<file path="config.mk">
export PLATFORM = sky130hd
export DESIGN_NAME = csa_mac_pipe
export DESIGN_NICKNAME = d
export VERILOG_FILES = /design/src/rtl/mac_pkg.sv /design/src/rtl/dadda_pp_reduce.sv /design/src/rtl/full_adder.sv /design/src/rtl/csa_mac_pipe.sv
export SDC_FILE = /design/constraint.sdc
export NUM_CORES = 1
export LEC_CHECK = 0
export ABC_AREA = 1
export CAP_MARGIN = 20
export CORE_ASPECT_RATIO = 1.5
export CORE_MARGIN = 8
export CORE_UTILIZATION = 62
export DETAILED_ROUTE_END_ITERATION = 10
export PLACE_DENSITY = 0.82
export SETUP_SLACK_MARGIN = 0.02
export SYNTH_ARGS = -nofsm -noshare
export SYNTH_HDL_FRONTEND = slang
export SYNTH_SLANG_ARGS = --single-unit
</file>
<file path="constraint.sdc">
create_clock -name clk -period 6.3 [get_ports clk]
set_clock_uncertainty 0.1 [all_clocks]
set_input_delay 0.63 -clock clk [delete_from_list [all_inputs] [get_ports clk]]
set_output_delay 0.63 -clock clk [all_outputs]
set_load 0.02 [all_outputs]
</file>
<file path="src/rtl/mac_pkg.sv">
// Shared types and constant helpers for the carry-save multiply-accumulate pipe.
package mac_pkg;

  typedef enum logic [1:0] {ACCUM, FLUSH, RESOLVE, HOLD} state_t;

  // log2 of the number of full-scale terms that fit above the product width
  function automatic int headroom(input int width, input int acc_width);
    return acc_width - 2 * width;
  endfunction

  // Baugh-Wooley constant 2^W - 2^(2W-1), folded modulo 2^acc_width (acc_width <= 64)
  function automatic logic [63:0] bw_const(input int width, input int acc_width);
    logic [63:0] c;
    c = '0;
    for (int i = 2 * width - 1; i < acc_width; i++) c[i] = 1'b1;
    c[width] = 1'b1;
    return c;
  endfunction

endpackage

</file>
<file path="src/rtl/dadda_pp_reduce.sv">
// Partial-product generation (Baugh-Wooley when signed) and reduction of all
// product rows to a sum/carry pair of ACC_WIDTH bits using full_adder cells.
module dadda_pp_reduce
  import mac_pkg::*;
#(
  parameter int WIDTH     = 8,
  parameter int ACC_WIDTH = 24
) (
  input  logic [WIDTH-1:0]     a,
  input  logic [WIDTH-1:0]     b,
  input  logic                 signed_mode,
  output logic [ACC_WIDTH-1:0] pp_sum,
  output logic [ACC_WIDTH-1:0] pp_carry
);
  localparam int ROWS = WIDTH + 1;
  localparam logic [63:0] BW_FULL = bw_const(WIDTH, ACC_WIDTH);
  localparam logic [ACC_WIDTH-1:0] BW = BW_FULL[ACC_WIDTH-1:0];

  logic [ROWS-1:0][ACC_WIDTH-1:0] rows;
  logic [ROWS-2:0][ACC_WIDTH-1:0] s_q;
  logic [ROWS-2:0][ACC_WIDTH-1:0] c_q;

  // Signed mode inverts the bits where exactly one index is the sign position
  always_comb begin
    rows = '0;
    for (int i = 0; i < WIDTH; i++)
      for (int j = 0; j < WIDTH; j++)
        rows[i][i+j] = (a[j] & b[i]) ^ (signed_mode & ((i == WIDTH - 1) != (j == WIDTH - 1)));
    rows[WIDTH] = signed_mode ? BW : '0;
  end

  assign s_q[0] = rows[0];
  assign c_q[0] = rows[1];

  for (genvar k = 1; k < ROWS - 1; k++) begin : g_stage
    logic [ACC_WIDTH-2:0] co;
    for (genvar n = 0; n < ACC_WIDTH; n++) begin : g_bit
      if (n < ACC_WIDTH - 1) begin : g_fa
        full_adder u_fa (
          .a (s_q[k-1][n]),
          .b (c_q[k-1][n]),
          .ci(rows[k+1][n]),
          .s (s_q[k][n]),
          .co(co[n])
        );
      end else begin : g_msb
        assign s_q[k][n] = s_q[k-1][n] ^ c_q[k-1][n] ^ rows[k+1][n];
      end
    end
    assign c_q[k] = {co, 1'b0};
  end

  assign pp_sum   = s_q[ROWS-2];
  assign pp_carry = c_q[ROWS-2];
endmodule

</file>
<file path="src/rtl/full_adder.sv">
// One-bit 3:2 counter cell used by the product reduction and the accumulator row.
module full_adder (
  input  logic a,
  input  logic b,
  input  logic ci,
  output logic s,
  output logic co
);
  assign s  = a ^ b ^ ci;
  assign co = (a & b) | (ci & (a ^ b));
endmodule

</file>
<file path="src/rtl/csa_mac_pipe.sv">
// Pipelined multiply-accumulate: product rows are folded into a carry-save
// accumulator each beat; a single carry-propagate add resolves it per batch.
module csa_mac_pipe
  import mac_pkg::*;
#(
  parameter int WIDTH     = 8,
  parameter int ACC_WIDTH = 24
) (
  input  logic                 clk,
  input  logic                 rst_n,
  input  logic                 in_valid,
  output logic                 in_ready,
  input  logic [WIDTH-1:0]     a,
  input  logic [WIDTH-1:0]     b,
  input  logic                 signed_mode,
  input  logic                 clear,
  input  logic                 last,
  output logic                 out_valid,
  input  logic                 out_ready,
  output logic [ACC_WIDTH-1:0] result,
  output logic                 overflow
);
  localparam int HEADROOM = headroom(WIDTH, ACC_WIDTH);
  localparam int CW = HEADROOM + 1;
  localparam logic [CW-1:0] CNT_ONE   = {{(CW-1){1'b0}}, 1'b1};
  localparam logic [CW-1:0] CNT_MAX   = '1;
  localparam logic [CW-1:0] CNT_LIMIT = CNT_ONE << HEADROOM;

  state_t               state;
  logic                 mode_q, batch_new;
  logic [CW-1:0]        count;
  logic                 s1_valid, s1_first, s1_last;
  logic [ACC_WIDTH-1:0] s1_sum, s1_carry, acc_s, acc_c;
  logic [ACC_WIDTH-1:0] pp_sum, pp_carry;

  // Valid/ready: a transfer happens on a rising edge where valid && ready;
  // the producer holds its data stable until that edge.
  logic accept, first, mode_eff;
  assign accept   = in_valid & in_ready;
  assign first    = clear | batch_new;
  assign mode_eff = first ? signed_mode : mode_q;

  dadda_pp_reduce #(.WIDTH(WIDTH), .ACC_WIDTH(ACC_WIDTH)) u_reduce (
    .a          (a),
    .b          (b),
    .signed_mode(mode_eff),
    .pp_sum     (pp_sum),
    .pp_carry   (pp_carry)
  );

  // 4:2 compressor row: {s1_sum, s1_carry, base_s, base_c} -> {m_s, m_c}
  logic [ACC_WIDTH-1:0] base_s, base_c, t_s, cin, m_s;
  logic [ACC_WIDTH-2:0] t_co, m_c;
  assign base_s = s1_first ? '0 : acc_s;
  assign base_c = s1_first ? '0 : acc_c;
  assign cin    = {t_co, 1'b0};

  for (genvar n = 0; n < ACC_WIDTH; n++) begin : g_c42
    if (n < ACC_WIDTH - 1) begin : g_fa
      full_adder u_fa1 (.a(s1_sum[n]), .b(s1_carry[n]), .ci(base_s[n]), .s(t_s[n]), .co(t_co[n]));
      full_adder u_fa2 (.a(t_s[n]), .b(base_c[n]), .ci(cin[n]), .s(m_s[n]), .co(m_c[n]));
    end else begin : g_msb
      assign t_s[n] = s1_sum[n] ^ s1_carry[n] ^ base_s[n];
      assign m_s[n] = t_s[n] ^ base_c[n] ^ cin[n];
    end
  end

  always_ff @(posedge clk or negedge rst_n) begin
    if (!rst_n) begin
      state     <= ACCUM;
      in_ready  <= 1'b0;
      out_valid <= 1'b0;
      result    <= '0;
      overflow  <= 1'b0;
      mode_q    <= 1'b0;
      batch_new <= 1'b1;
      count     <= '0;
      s1_valid  <= 1'b0;
      s1_first  <= 1'b0;
      s1_last   <= 1'b0;
      s1_sum    <= '0;
      s1_carry  <= '0;
      acc_s     <= '0;
      acc_c     <= '0;
    end else begin
      s1_valid <= accept;
      if (accept) begin
        s1_sum    <= pp_sum;
        s1_carry  <= pp_carry;
        s1_first  <= first;
        s1_last   <= last;
        mode_q    <= mode_eff;
        batch_new <= 1'b0;
        count     <= first ? CNT_ONE : ((count == CNT_MAX) ? count : count + CNT_ONE);
      end
      if (s1_valid) begin
        acc_s <= m_s;
        acc_c <= {m_c, 1'b0};
      end
      case (state)
        ACCUM: begin
          if (accept && last) begin
            state    <= FLUSH;
            in_ready <= 1'b0;
          end else begin
            in_ready <= 1'b1;
          end
        end
        // Wait until the last product has left stage 1
        FLUSH: if (!s1_valid) state <= RESOLVE;
        RESOLVE: begin
          result    <= acc_s + acc_c;
          overflow  <= (count > CNT_LIMIT);
          out_valid <= 1'b1;
          state     <= HOLD;
        end
        HOLD: begin
          if (out_ready) begin
            out_valid <= 1'b0;
            acc_s     <= '0;
            acc_c     <= '0;
            count     <= '0;
            batch_new <= 1'b1;
            in_ready  <= 1'b1;
            state     <= ACCUM;
          end
        end
        default: state <= ACCUM;
      endcase
    end
  end
endmodule

</file>
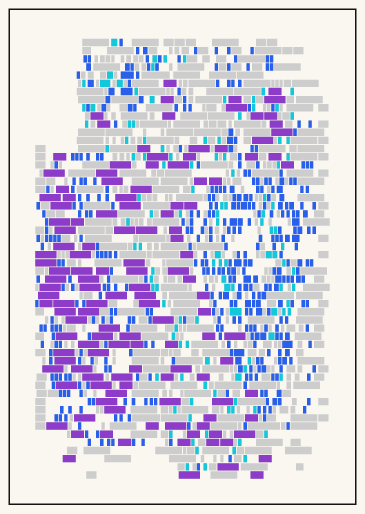
(run_1/logic_types.png)
Drawn at 3 px/um.
nand cells: shown in blue, cells 420, most used nand2_1. nor cells: shown in cyan, cells 116, most used nor2_1. fa/ha/maj cells: shown in purple, cells 132, most used fa_1.

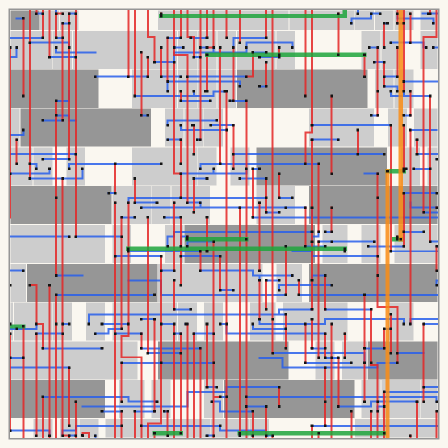
(run_1/detail.png)
Window x 43 to 73, y 34 to 64 um. Cells in gray, sequential cells in the stronger gray; small squares are vias.
metal 2: shown in red. metal 1: shown in blue. metal 3: shown in green. metal 4: shown in orange.
Netlist names of flops here include acc_c (4), acc_s (4), s1_sum (4). Most frequent: nand2_1 (19), inv_1 (15), dfrtp_1 (13). Sequential cells in the window: 13. 87 logic cells have their middle in the window.

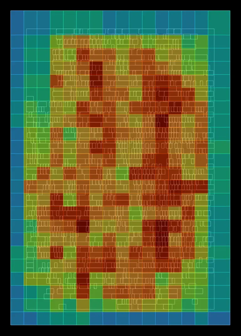
(run_1/congestion.png)
overall routing resource usage: 23.7%
GR Util met1: 25.6%
most utilized layer in the global route result: met2

-- run 1: area by class of cell --
class	count	area, um^2
clock buffers	19	433
clock inverters	13	116
fillers	1180	4210
repair buffers	56	541
multi-input cells	806	5250
well taps	196	245
inverters	221	832
flip-flops and latches	113	2830
-- run 1: worst max path at each step --
stage	start	to	slack (ns)	cells after the start
after floorplan	clear	s1_sum[8]	1.08	16
after global placement	clear	s1_sum[8]	0.59	17
after detailed placement	clear	s1_sum[8]	0.44	17
after CTS	clear	s1_sum[8]	0.86	17
after global routing	clear	s1_sum[8]	0.67	17
final	clear	s1_sum[8]	0.86	17
-- run 1: registers in the layout, indices dropped and copies added (netlist names) --
signal	count
s1_first	1
result	24
count	9
state	2
s1_sum	16
s1_carry	8
overflow	1
acc_c	24
in_ready	1
acc_s	24
batch_new	1
out_valid	1
s1_valid	1
==> CHANGELOG.md, run 1 <==
### Implementation results

* Number of ports placed on the die boundary at approximately 50
* Met3 usage in global routing at roughly 3.7%
* Launching element type of the critical path: primary input
* Net switching power at ~2800 uW
* Post-cts resize count at 0
* Clock sink count at roughly 110
* Classification of the worst-slack hold path: primary input to async pin
* Vias after detailed routing at ~7500
* Routed Wire Length at about 21000 um
* Standard cell core area at between 10000 and 15000 um^2
* Yosys aoi share at 7.05%
* Result of the run: complete, no violations
* Layout Utilization at a little under three quarters
* Worst reg2reg path startpoint: batch_new
* Power per unit of standard cell area at roughly 560 nW/um^2
* Min setup slack post-route at about 0.86 ns
* Adder and majority gate portion of the synthesized area at 24.1%
* Buffer type at the clock tree root: sky130_fd_sc_hd__clkbuf_16
* Average cell area after synthesis at between 7 and 8 um^2
* Final critical path time including I/O delays and setup at between 5 and 6 ns
* Synth flops at 113
* Ys cells at approximately 1200
* FMAX at roughly 180 MHz
* Max rail drop VDD at 0.269 mV
* Power of the clock network at 893 uW
* Share of the cycle needed by the critical path after routing at ~86%
* Tool Warnings at 30
* Floorplan net count at between 1000 and 1500
* Maximum clock path buffer count at 2
* Design Area, Final at 10200 um^2
* Post-layout power at just under 6000 uW
* Warning count from the yosys run at 0
* Core Util at FP at 63.1%
* Crit Path Category: primary input to register
* Post-synth area from yosys stat at slightly above 9000 um^2
* Placed cells at 1392
* Synth mux share at 0%
* Switching share of power at ~48%
* Register-to-register path setup slack at 1.04 ns
* Clk slew on worst S/H paths at 0.05 ns
* Remaining antenna violation count at 0
* Fraction of layout cells with a size suffix above 1 at under 10%
* Post-synthesis cell type with the largest instance count: sky130_fd_sc_hd__nand2_1
* Total iterations of the first detailed-routing run at 5
* Register share of total power at 22.6%
* CP dominant cell by count: sky130_fd_sc_hd__fa_1
==> run 2, diff against run 1 <==
--- a/config.mk
+++ b/config.mk
@@ -11,7 +11,7 @@
 export CORE_MARGIN = 8
 export CORE_UTILIZATION = 62
 export DETAILED_ROUTE_END_ITERATION = 10
-export PLACE_DENSITY = 0.82
+export PLACE_DENSITY = 0.83
 export SETUP_SLACK_MARGIN = 0.02
 export SYNTH_ARGS = -nofsm -noshare
 export SYNTH_HDL_FRONTEND = slang
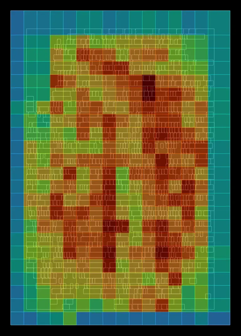
(run_2/congestion.png)
Layout Utilization: 71.2%
met2 track demand over resource: 43.4%
met3 usage in global routing: 3.59%
overall routing resource usage: 23.7%
routed wirelength normalized by instance count: 14.5 um

==> run 2 against run 1 <==
  * Critical endpoint unchanged
  * Final cell count stayed put
  * Global-route usage hardly changed
  * Count of clock-buffer cells in the layout is 2 lower
==> CHANGELOG.md, run 2 <==
### Implementation results

* Share of the cycle needed by the critical path after routing at 85.6% (was 86.3%)
* Clk slew on worst S/H paths at 0.06 ns (was 0.05 ns)
* Core Util at FP at 63.1% (unchanged)
* Average cell area after synthesis at 7.68 um^2 (unchanged)
* Routed Wire Length at 20600 um (about the same)
* Final critical path time including I/O delays and setup at 5.39 ns (was 5.44 ns)
* Total iterations of the first detailed-routing run at 5 (unchanged)
* Min setup slack post-route at 0.907 ns (was 0.864 ns)
* Buffer type at the clock tree root: sky130_fd_sc_hd__clkbuf_16 (unchanged)
* Number of ports placed on the die boundary at 50 (unchanged)
* Result of the run: complete, no violations (unchanged)
* Number of gates on the worst path with buffers counted at 17 (unchanged)
* Design Area, Final at 10300 um^2 (was 10200 um^2)
* Net switching power at 2820 uW (was 2780 uW)
* Post-layout power at 5850 uW (was 5760 uW)
* Floorplan net count at 1342 (unchanged)
* Vias after detailed routing at 7485 (was 7493)
* Post-synth area from yosys stat at 9120 um^2 (unchanged)
* Remaining antenna violation count at 0 (unchanged)
* Max rail drop VDD at 0.256 mV (was 0.269 mV)
* Power of the clock network at 978 uW (was 893 uW)
* Register-to-register path setup slack at 1.09 ns (was 1.04 ns)
* Worst reg2reg path startpoint: batch_new (unchanged)
run 2: worst min-delay path by stage:
stage               cells past startpoint   endpoint
floorplan                               0   acc_c[0]
global placement                        2  result[0]
detailed placement                      2  result[9]
CTS                                     1   acc_s[2]
global route                            1   acc_s[3]
finish                                  1   acc_s[3]
run 2: cells by family after synthesis:
logic type	Yosys count	share of synthesized area, %
and+or+nand+nor	541	24.3
adders and majority gates	132	24.1
buffers and inverters	268	11.4
AOI/OAI and AO/OA	111	7.05
DFF	113	31.0
xor gates and xnor gates	22	2.11
run 2: layout make-up:
cell class | instances | area, um^2
fillers | 1176 | 4160
clock inverters | 15 | 174
well taps | 196 | 245
clock buffers | 17 | 425
flip-flops and latches | 113 | 2830
multi-input cells | 806 | 5250
inverters | 221 | 832
repair buffers | 56 | 541
==> run 3, diff against run 2 <==
--- a/config.mk
+++ b/config.mk
@@ -9,9 +9,10 @@
 export CAP_MARGIN = 20
 export CORE_ASPECT_RATIO = 1.5
 export CORE_MARGIN = 8
-export CORE_UTILIZATION = 62
+export CORE_UTILIZATION = 40
 export DETAILED_ROUTE_END_ITERATION = 10
-export PLACE_DENSITY = 0.83
+export GPL_TIMING_DRIVEN = 0
+export PLACE_DENSITY = 0.58
 export SETUP_SLACK_MARGIN = 0.02
 export SYNTH_ARGS = -nofsm -noshare
 export SYNTH_HDL_FRONTEND = slang
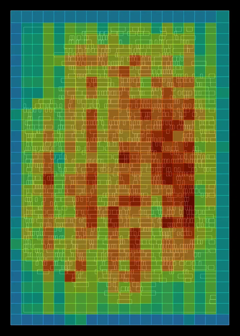
(run_3/congestion.png)
met3 usage in global routing: 2.50%
met2 track demand over resource: 34.1%
routed wirelength normalized by instance count: 15.4 um
Layout Utilization: 47.0%

==> run 3 against run 2 <==
  * Non-clock buffer count grew 26
  * Sequential power is essentially flat
  * Synthesized cell count is the same
  * Wire length grew 14%
  * Setup slack lost 0.17 ns
  * Cell area grew 2.2%
  * Count of clock-buffer cells in the layout grew 5
  * Clock power grew about 20%
  * Register-to-register slack lost 0.18 ns
  * Flip-flop count is the same
  * Hold slack gained 0.26 ns
  * Area after synthesis is the same
  * Largest cell class unchanged
  * Largest power group unchanged
==> CHANGELOG.md, run 3 <==
### Implementation results

* Result of the run: complete, no violations (unchanged)
* Setup crit start: clear (unchanged)
* XOR/XNOR Fraction of Synth Area at 2.11% (unchanged)
* Final critical path time including I/O delays and setup at 5.57 ns (was 5.39 ns)
* Multi-input combinational area share at 49.9% (was 51.0%)
* Storage element area at 2830 um^2 (about the same)
* Well Taps at 276 (was 196)
* FILL cells at 2251 (was 1176)
* Ys cells at 1187 (unchanged)
* Inverters at 221 (unchanged)
* Routed Wire Length at 23500 um (was 20600 um)
* Average cell area after synthesis at 7.68 um^2 (unchanged)
* Clk slew on worst S/H paths at 0.06 ns (about the same)
* Combinational gates at 806 (unchanged)
* Clock sink count at 113 (unchanged)
* Warning count from the yosys run at 0 (unchanged)
* Buffer type at the clock tree root: sky130_fd_sc_hd__clkbuf_16 (unchanged)
* Post-layout power at 6100 uW (was 5850 uW)
* Synth mux share at 0% (unchanged)
* Max rail drop VDD at 0.254 mV (was 0.256 mV)
* Area taken by multi-input logic gates at 5250 um^2 (unchanged)
* Number of ports placed on the die boundary at 50 (unchanged)
* Worst reg2reg path startpoint: batch_new (unchanged)
* Total iterations of the first detailed-routing run at 4 (was 5)
* Design Area, Final at 10500 um^2 (was 10300 um^2)
* Post-cts resize count at 0 (unchanged)
* Vias after detailed routing at 7405 (was 7485)
* Crit Path Category: primary input to register (unchanged)
* Cell class ranked first by area: logic gates (unchanged)
* Register share of the cell area at 26.9% (was 27.5%)
* Cell depth of the worst hold path at 2
* Area fraction in and, or, nand and nor cells after synthesis at 24.3% (unchanged)
* Tool Warnings at 30 (unchanged)
* Synth flops at 113 (unchanged)
* Biggest registers after layout: acc_c x24, acc_s x24, result x24 (unchanged)
* CP dominant cell by count: sky130_fd_sc_hd__fa_1 (unchanged)
* FMAX at 180 MHz (was 185 MHz)
* Number of gates on the worst path with buffers counted at 16 (was 17)
* Clock buffer cells at 22 (was 17)
* Share of the cycle needed by the critical path after routing at 88.4% (was 85.6%)
* Power per unit of standard cell area at 580 nW/um^2 (was 568 nW/um^2)
* Maximum clock path buffer count at 2 (unchanged)
* Count of non-CTS buffers in the layout at 82 (was 56)
* Post-synth area from yosys stat at 9120 um^2 (unchanged)
* Standard cell core area at 22400 um^2 (was 14500 um^2)
* Clock distribution area overhead in the final layout at 6.59% (was 5.82%)
* Floorplan net count at 1342 (unchanged)
-- run 3: power breakdown --
part           total (uW)  switching [uW]  internal, uW
combinational        3650            2270          1380
sequential           1300             241          1060
clock                1150             344           802
-- run 3: metal layers --
layer	part of all wire [%]	GRT usage [%]
met1	39	18.7
met2	54	34.1
met3	2.2	2.50
met4	4.5	9.48
met5	0	0
-- run 3: worst paths after layout --
path / end / slack (ns)
worst min-delay path: result[22] / 0.37
worst max register to register: s1_sum[8] / 0.91
worst min register to register: result[22] / 0.37
max in group asynchronous: batch_new / 4.80
worst max-delay path: s1_sum[8] / 0.73
min in group asynchronous: result[4] / 0.55
-- run 3: through the flow --
step,instances,setup slack [ns]
finish,1530,0.732
global route,1530,0.493
CTS,1530,0.682
detailed placement,1497,0.235
global placement,1496,-0.200
floorplan,1187,1.08
No activity file was given, so power comes from the tool's default toggle rates.
